[src/rtl/rv_trap_pkg.sv]
// rv_trap_pkg: opcodes, CSR addresses, cause codes, CSR op codes and FSM state shared by trap_csr_ctrl and csr_file
package rv_trap_pkg;
  localparam logic [6:0] OP_LOAD = 7'd3, OP_STORE = 7'd35, OP_OP = 7'd51, OP_BRANCH = 7'd99,
                         OP_IMM = 7'd19, OP_JAL = 7'd111, OP_JALR = 7'd103, OP_LUI = 7'd55,
                         OP_AUIPC = 7'd23, OP_SYSTEM = 7'd115;
  localparam logic [11:0] CSR_MSTATUS = 12'h300, CSR_MTVEC = 12'h305, CSR_MSCRATCH = 12'h340,
                          CSR_MEPC = 12'h341, CSR_MCAUSE = 12'h342, CSR_MCYCLE = 12'hB00,
                          CSR_MINSTRET = 12'hB02;
  localparam logic [11:0] F12_ECALL = 12'h000, F12_EBREAK = 12'h001, F12_MRET = 12'h302;
  localparam int CAUSE_ILLEGAL = 2, CAUSE_BREAK = 3, CAUSE_ECALL = 11;
  localparam logic [2:0] F3_PRIV = 3'b000;
  localparam logic [1:0] CSR_RW = 2'b01, CSR_RS = 2'b10, CSR_RC = 2'b11;
  typedef enum logic [1:0] {IDLE, TRAP, REDIR, RET} state_e;
  function automatic logic legal_op(input logic [6:0] op);
    return op inside {OP_LOAD, OP_STORE, OP_OP, OP_BRANCH, OP_IMM, OP_JAL, OP_JALR, OP_LUI, OP_AUIPC, OP_SYSTEM};
  endfunction
endpackage

[src/rtl/csr_file.sv]
// csr_file: machine-mode CSR storage, read mux, RW/RS/RC write and trap/return side effects
// Ports: i_addr/i_en/i_op/i_opnd/i_zero = CSR access; i_trap/i_epc/i_cause = trap entry update;
//        i_ret = MRET update; i_retire = instret tick; o_hit = address exists; o_rdata = old value;
//        o_mtvec/o_mepc = redirect targets. Optional counters under CSR_COUNTERS_EN.
module csr_file
  import rv_trap_pkg::*;
#(
  parameter int XLEN = 32,
  parameter logic [XLEN-1:0] MTVEC_RST = 'h100
) (
  input  logic            clk,
  input  logic            rst,
  input  logic [11:0]     i_addr,
  input  logic            i_en,
  input  logic [1:0]      i_op,
  input  logic [XLEN-1:0] i_opnd,
  input  logic            i_zero,
  input  logic            i_trap,
  input  logic [XLEN-1:0] i_epc,
  input  logic [XLEN-1:0] i_cause,
  input  logic            i_ret,
`ifdef CSR_COUNTERS_EN
  input  logic            i_retire,
`endif
  output logic            o_hit,
  output logic [XLEN-1:0] o_rdata,
  output logic [XLEN-1:0] o_mtvec,
  output logic [XLEN-1:0] o_mepc
);
  logic r_mie, r_mpie;
  logic [XLEN-1:0] r_mtvec, r_mepc, r_mcause, r_mscratch, w_wdata;
  logic w_we;
`ifdef CSR_COUNTERS_EN
  logic [XLEN-1:0] r_mcycle, r_minstret;
`endif
  always_comb begin
    o_hit = 1'b1;
    o_rdata = '0;
    case (i_addr)
      CSR_MSTATUS:  o_rdata = XLEN'({r_mpie, 3'b000, r_mie, 3'b000});
      CSR_MTVEC:    o_rdata = r_mtvec;
      CSR_MSCRATCH: o_rdata = r_mscratch;
      CSR_MEPC:     o_rdata = r_mepc;
      CSR_MCAUSE:   o_rdata = r_mcause;
`ifdef CSR_COUNTERS_EN
      CSR_MCYCLE:   o_rdata = r_mcycle;
      CSR_MINSTRET: o_rdata = r_minstret;
`endif
      default:      o_hit = 1'b0;
    endcase
  end
  // set/clear with a zero source register is a pure read
  assign w_we = i_en & (i_op == CSR_RW | ~i_zero);
  assign w_wdata = i_op == CSR_RW ? i_opnd : i_op == CSR_RS ? o_rdata | i_opnd : o_rdata & ~i_opnd;
  assign o_mtvec = r_mtvec;
  assign o_mepc = r_mepc;
  always_ff @(posedge clk or posedge rst) begin
    if (rst) begin
      r_mie <= 1'b0;
      r_mpie <= 1'b0;
      r_mtvec <= MTVEC_RST & ~XLEN'(3);
      r_mepc <= '0;
      r_mcause <= '0;
      r_mscratch <= '0;
`ifdef CSR_COUNTERS_EN
      r_mcycle <= '0;
      r_minstret <= '0;
`endif
    end else begin
      if (w_we && i_addr == CSR_MSTATUS) begin
        r_mie <= w_wdata[3];
        r_mpie <= w_wdata[7];
      end else if (i_trap) begin
        r_mpie <= r_mie;
        r_mie <= 1'b0;
      end else if (i_ret) begin
        r_mie <= r_mpie;
        r_mpie <= 1'b1;
      end
      if (w_we && i_addr == CSR_MTVEC) r_mtvec <= w_wdata & ~XLEN'(3);
      if (w_we && i_addr == CSR_MSCRATCH) r_mscratch <= w_wdata;
      if (w_we && i_addr == CSR_MEPC) r_mepc <= w_wdata & ~XLEN'(3);
      else if (i_trap) r_mepc <= i_epc & ~XLEN'(3);
      if (w_we && i_addr == CSR_MCAUSE) r_mcause <= w_wdata;
      else if (i_trap) r_mcause <= i_cause;
`ifdef CSR_COUNTERS_EN
      r_mcycle <= w_we && i_addr == CSR_MCYCLE ? w_wdata : r_mcycle + 1'b1;
      r_minstret <= w_we && i_addr == CSR_MINSTRET ? w_wdata : r_minstret + XLEN'(i_retire);
`endif
    end
  end
endmodule

[src/rtl/trap_csr_ctrl.sv]
// trap_csr_ctrl: instruction classifier and trap FSM (IDLE/TRAP/REDIR/RET) driving stall, flush and PC redirect
// Ports: valid_i/op_code/funct3/imm12/zimm/pc_i/rs1_data = decode slot; csr_rdata/csr_we_rd = CSR result to rd;
//        busy_o = stall; flush_o/redirect_o/redirect_pc = PC redirect; illegal_o = illegal seen this cycle.
// Optional mcycle/minstret counters enabled by defining CSR_COUNTERS_EN.
module trap_csr_ctrl
  import rv_trap_pkg::*;
#(
  parameter int XLEN = 32,
  parameter logic [XLEN-1:0] MTVEC_RST = 'h100,
  parameter int ILLEGAL_CAUSE = 2
) (
  input  logic            clk,
  input  logic            rst,
  input  logic            valid_i,
  input  logic [6:0]      op_code,
  input  logic [2:0]      funct3,
  input  logic [11:0]     imm12,
  input  logic [4:0]      zimm,
  input  logic [XLEN-1:0] pc_i,
  input  logic [XLEN-1:0] rs1_data,
  output logic [XLEN-1:0] csr_rdata,
  output logic            csr_we_rd,
  output logic            busy_o,
  output logic            flush_o,
  output logic            redirect_o,
  output logic [XLEN-1:0] redirect_pc,
  output logic            illegal_o
);
  state_e r_state;
  logic [XLEN-1:0] r_pc, r_cause, w_cause, w_rdata, w_mtvec, w_mepc, w_opnd;
  logic w_act, w_sys, w_ecall, w_ebreak, w_mret, w_csr, w_hit, w_ill, w_trap, w_csr_en;
  // reset also masks the combinational outputs so everything reads 0 while rst is high
  assign w_act = valid_i & (r_state == IDLE) & ~rst;
  assign w_sys = op_code == OP_SYSTEM;
  assign w_ecall = w_sys & funct3 == F3_PRIV & imm12 == F12_ECALL;
  assign w_ebreak = w_sys & funct3 == F3_PRIV & imm12 == F12_EBREAK;
  assign w_mret = w_sys & funct3 == F3_PRIV & imm12 == F12_MRET;
  assign w_csr = w_sys & funct3[1:0] != 2'b00;
  // funct3 x00 on SYSTEM is only legal as ECALL/EBREAK/MRET; 100 is always illegal
  assign w_ill = ~legal_op(op_code) | (w_sys & funct3[1:0] == 2'b00 & ~(w_ecall | w_ebreak | w_mret)) |
                 (w_csr & ~w_hit);
  assign w_trap = w_act & (w_ill | w_ecall | w_ebreak);
  assign w_cause = w_ill ? XLEN'(ILLEGAL_CAUSE) : w_ebreak ? XLEN'(CAUSE_BREAK) : XLEN'(CAUSE_ECALL);
  assign w_csr_en = w_act & w_csr & w_hit;
  assign w_opnd = funct3[2] ? XLEN'(zimm) : rs1_data;
  assign illegal_o = w_act & w_ill;
  assign csr_we_rd = w_csr_en;
  assign csr_rdata = w_csr_en ? w_rdata : '0;
  assign busy_o = r_state != IDLE;
  assign redirect_o = r_state == REDIR | r_state == RET;
  assign flush_o = redirect_o;
  assign redirect_pc = r_state == REDIR ? w_mtvec : r_state == RET ? w_mepc : '0;
  always_ff @(posedge clk or posedge rst) begin
    if (rst) begin
      r_state <= IDLE;
      r_pc <= '0;
      r_cause <= '0;
    end else begin
      r_state <= r_state == IDLE ? (w_trap ? TRAP : w_act & w_mret ? RET : IDLE) :
                 r_state == TRAP ? REDIR : IDLE;
      if (w_trap) begin
        r_pc <= pc_i;
        r_cause <= w_cause;
      end
    end
  end
  csr_file #(.XLEN(XLEN), .MTVEC_RST(MTVEC_RST)) u_csr (
    .clk(clk),
    .rst(rst),
    .i_addr(imm12),
    .i_en(w_csr_en),
    .i_op(funct3[1:0]),
    .i_opnd(w_opnd),
    .i_zero(zimm == 5'd0),
    .i_trap(r_state == TRAP),
    .i_epc(r_pc),
    .i_cause(r_cause),
    .i_ret(r_state == RET),
`ifdef CSR_COUNTERS_EN
    .i_retire(w_act & ~w_trap),
`endif
    .o_hit(w_hit),
    .o_rdata(w_rdata),
    .o_mtvec(w_mtvec),
    .o_mepc(w_mepc)
  );
endmodule

[config.mk]
export PLATFORM = sky130hd
export DESIGN_NAME = trap_csr_ctrl
export DESIGN_NICKNAME = d
export VERILOG_FILES = /design/src/rtl/rv_trap_pkg.sv /design/src/rtl/csr_file.sv /design/src/rtl/trap_csr_ctrl.sv
export SDC_FILE = /design/constraint.sdc
export NUM_CORES = 1
export LEC_CHECK = 0
export CORE_MARGIN = 2
export CORE_UTILIZATION = 48
export CTS_CLUSTER_DIAMETER = 50
export DETAILED_ROUTE_END_ITERATION = 7
export PLACE_DENSITY_LB_ADDON = 0.05
export SLEW_MARGIN = 40
export SYNTH_ARGS = -nofsm -noshare
export SYNTH_HDL_FRONTEND = slang
export SYNTH_SLANG_ARGS = --single-unit
[constraint.sdc]
create_clock -name clk -period 5 [get_ports clk]
set_input_delay 1 -clock clk [delete_from_list [all_inputs] [get_ports clk]]
set_output_delay 1 -clock clk [all_outputs]
set_load 0.05 [all_outputs]
==> Slide: Implementation Results <==
Synthesis and Place & Route Summary

Detailed routing
  – Residual DRC: 14
  – Iteration-0 DRC Markers: 522
  – Wire per inst: around 20 um

Pwr
  – Gate power share: 0.166
  – Internal cell power: about 2.6 mW
  – Peak VDD IR: roughly 0.25 mV
  – Top pwr grp: registers
  – Net switching power: 973 uW
  – Clock group: 1.38 mW
  – Pwr per Cell Area: 305 nW/um^2
  – Comb. pwr: 594 uW
  – Leakage dissipation: 4.72 nW

Synth
  – Post-synthesis xor/xnor area fraction: 0.00591
  – Post-synth regs: 161
  – Yosys warnings: 0
  – Seq share, synth: 0.454
  – Yosys stat area: 8890 sq um
  – Commonest flop: dfrtp_1
  – Adder Share, Synth: 0
  – Asr flop ratio synth: 1.00
  – Post-Synth AOI/OAI Area: 0.149
  – Syn Inst Count: ~900
  – Mux frac, synth: 0.183
  – Most common cell in the netlist: dfrtp_1
  – Dominant combinational family: multiplexers

Floorplan
  – Die H: 140 um
  – Fp util: 0.491
  – Taps Inserted: roughly 230

Finish
  – Post-Route Utilization: 0.647
  – Flop area: 4030 sq um
  – NonClk Buf Share: 0.189
  – Antenna cell count: 0
  – Comb area share: 0.385
  – Clock buf count: 19
  – Gate Area: 4510 sq um
  – Most used logic cell in the final layout: dfrtp_1
  – Syn-to-layout area delta: 31.7%
  – Most numerous logic cells after layout: dfrtp_1 (159), clkdlybuf4s50_1 (122), mux2i_1 (121), nor2_1 (91), a21oi_1 (88)
  – Nets@finish: 1,135
  – Fraction of layout cells with a size suffix above 1: 0.142
  – Inverters: 7
  – Non-clock buffer count: 191
  – MI comb cells: ~660

STA
  – # setup viols final: 0
  – Setup tns final: 0 ns
  – Final period util: 0.945
  – Tmin final: 4.73 ns
  – Worst hold margin: 0.472 ns
  – F_max: 212 MHz
  – Rel. slew slack: 0.450

Worst setup path
  – CP Capture Type: primary output
  – Crit path depth: 7
  – R2r worst-path depth: 7
  – Worst r2r dst: u_csr.o_mepc[28]
  – Critical Path AT: 3.73 ns
  – Slowest stage delay, CP: 0.71 ns
  – Buf/Inv on CP: 3
  – Family with the most delay on the worst path: buffers and inverters
  – R2R Setup Slk: approximately 2.1 ns
  – CP Max Fanout: 4
  – Crit path required time: ~4 ns
  – Most numerous cell on the critical path: clkdlybuf4s50_1
  – Slowest CP cell: clkdlybuf4s50_1
  – Startpoint Class: input port

Flow run
  – Tool Warnings: 28
  – Number of max-cap violations: 0

Clock network
  – Htree depth: 4
  – Post-CTS Hold Buffers: 0
  – Worst-Skew Late Latency: 0.43 ns
  – CTS tree: done
  – Max Root-Sink Buffers: 2
  – Cts bufs inserted: 17
  – Post-CTS setup buffer count: 0

GRT
  – Largest net degree at the start of global routing: 65
  – Vias in the first global route: ~7.3k
  – Gr ovfl total: 0
  – GR peak layer: met2

Run status
  – Violated checks: DRC
  – Outcome: finished, violations left

Place
  – Placed Cells: around 1.3k
  – Placer Congestion: ~0.79
  – DP Wirelength: 16,200 um

Worst hold path
  – Hold Path Depth: 1
  – Path type of the worst min-delay path: reg2reg
[sequential cells by signal (all words and copies together), names as in the netlist]
| register | flops |
|---|---|
| r_cause | 3 |
| r_pc | 30 |
| r_state | 2 |
| u_csr.o_mepc | 30 |
| u_csr.o_mtvec | 30 |
| u_csr.r_mcause | 32 |
| u_csr.r_mie | 1 |
| u_csr.r_mpie | 1 |
| u_csr.r_mscratch | 32 |
[worst max path at each step]
stage	slack, ns	start	to
floorplan	0.90	imm12[5]	csr_rdata[31]
global placement	0.29	imm12[5]	illegal_o
detailed placement	0.28	imm12[5]	illegal_o
CTS	0.27	imm12[5]	illegal_o
global route	0.21	imm12[5]	illegal_o
finish	0.27	imm12[5]	illegal_o
Figure 1. Met1 routing.
The bar under the picture is 50 um long. Supply wires on this layer in grey.
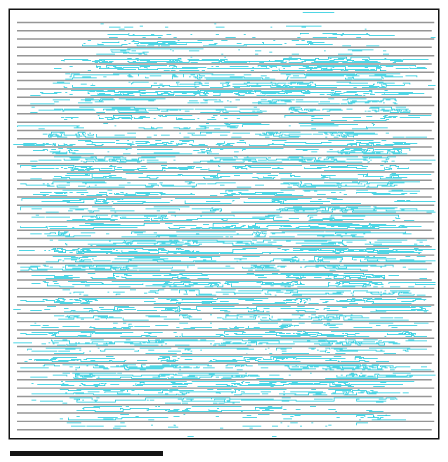
share of all routed wire = 46%
wire length on this layer = 11,900 um
main direction = horizontal
longest straight run = 50.6 um
nets with wire on the layer = 993
met1 Track Usage GR: 0.374
Detailed Route WL: 25,600 um
detailed-route via count: 7,400

Figure 2. The metal 2 layer.
Cells faint in the background.
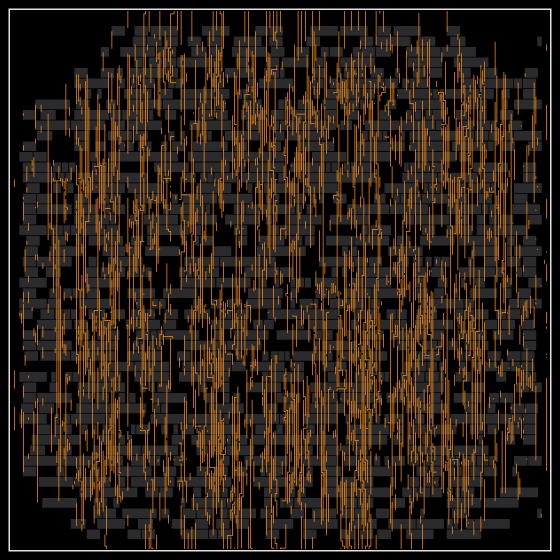
wire length on this layer = 11,900 um
nets with wire on the layer = 931
longest straight run = 61.4 um
share of all routed wire = 47%
main direction = vertical
met2 usage: 0.424

Figure 3. Metal 3.
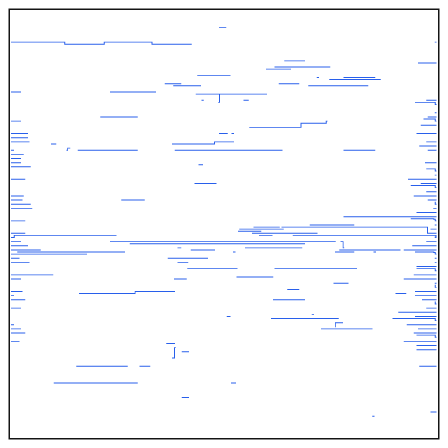
share of all routed wire = 5.8%
longest straight run = 73.6 um
nets with wire on the layer = 135
wire length on this layer = 1,490 um
main direction = horizontal
GRT met3 Usage: 0.0530

Power figures rest on the tool's default switching activity, not on a simulated workload.
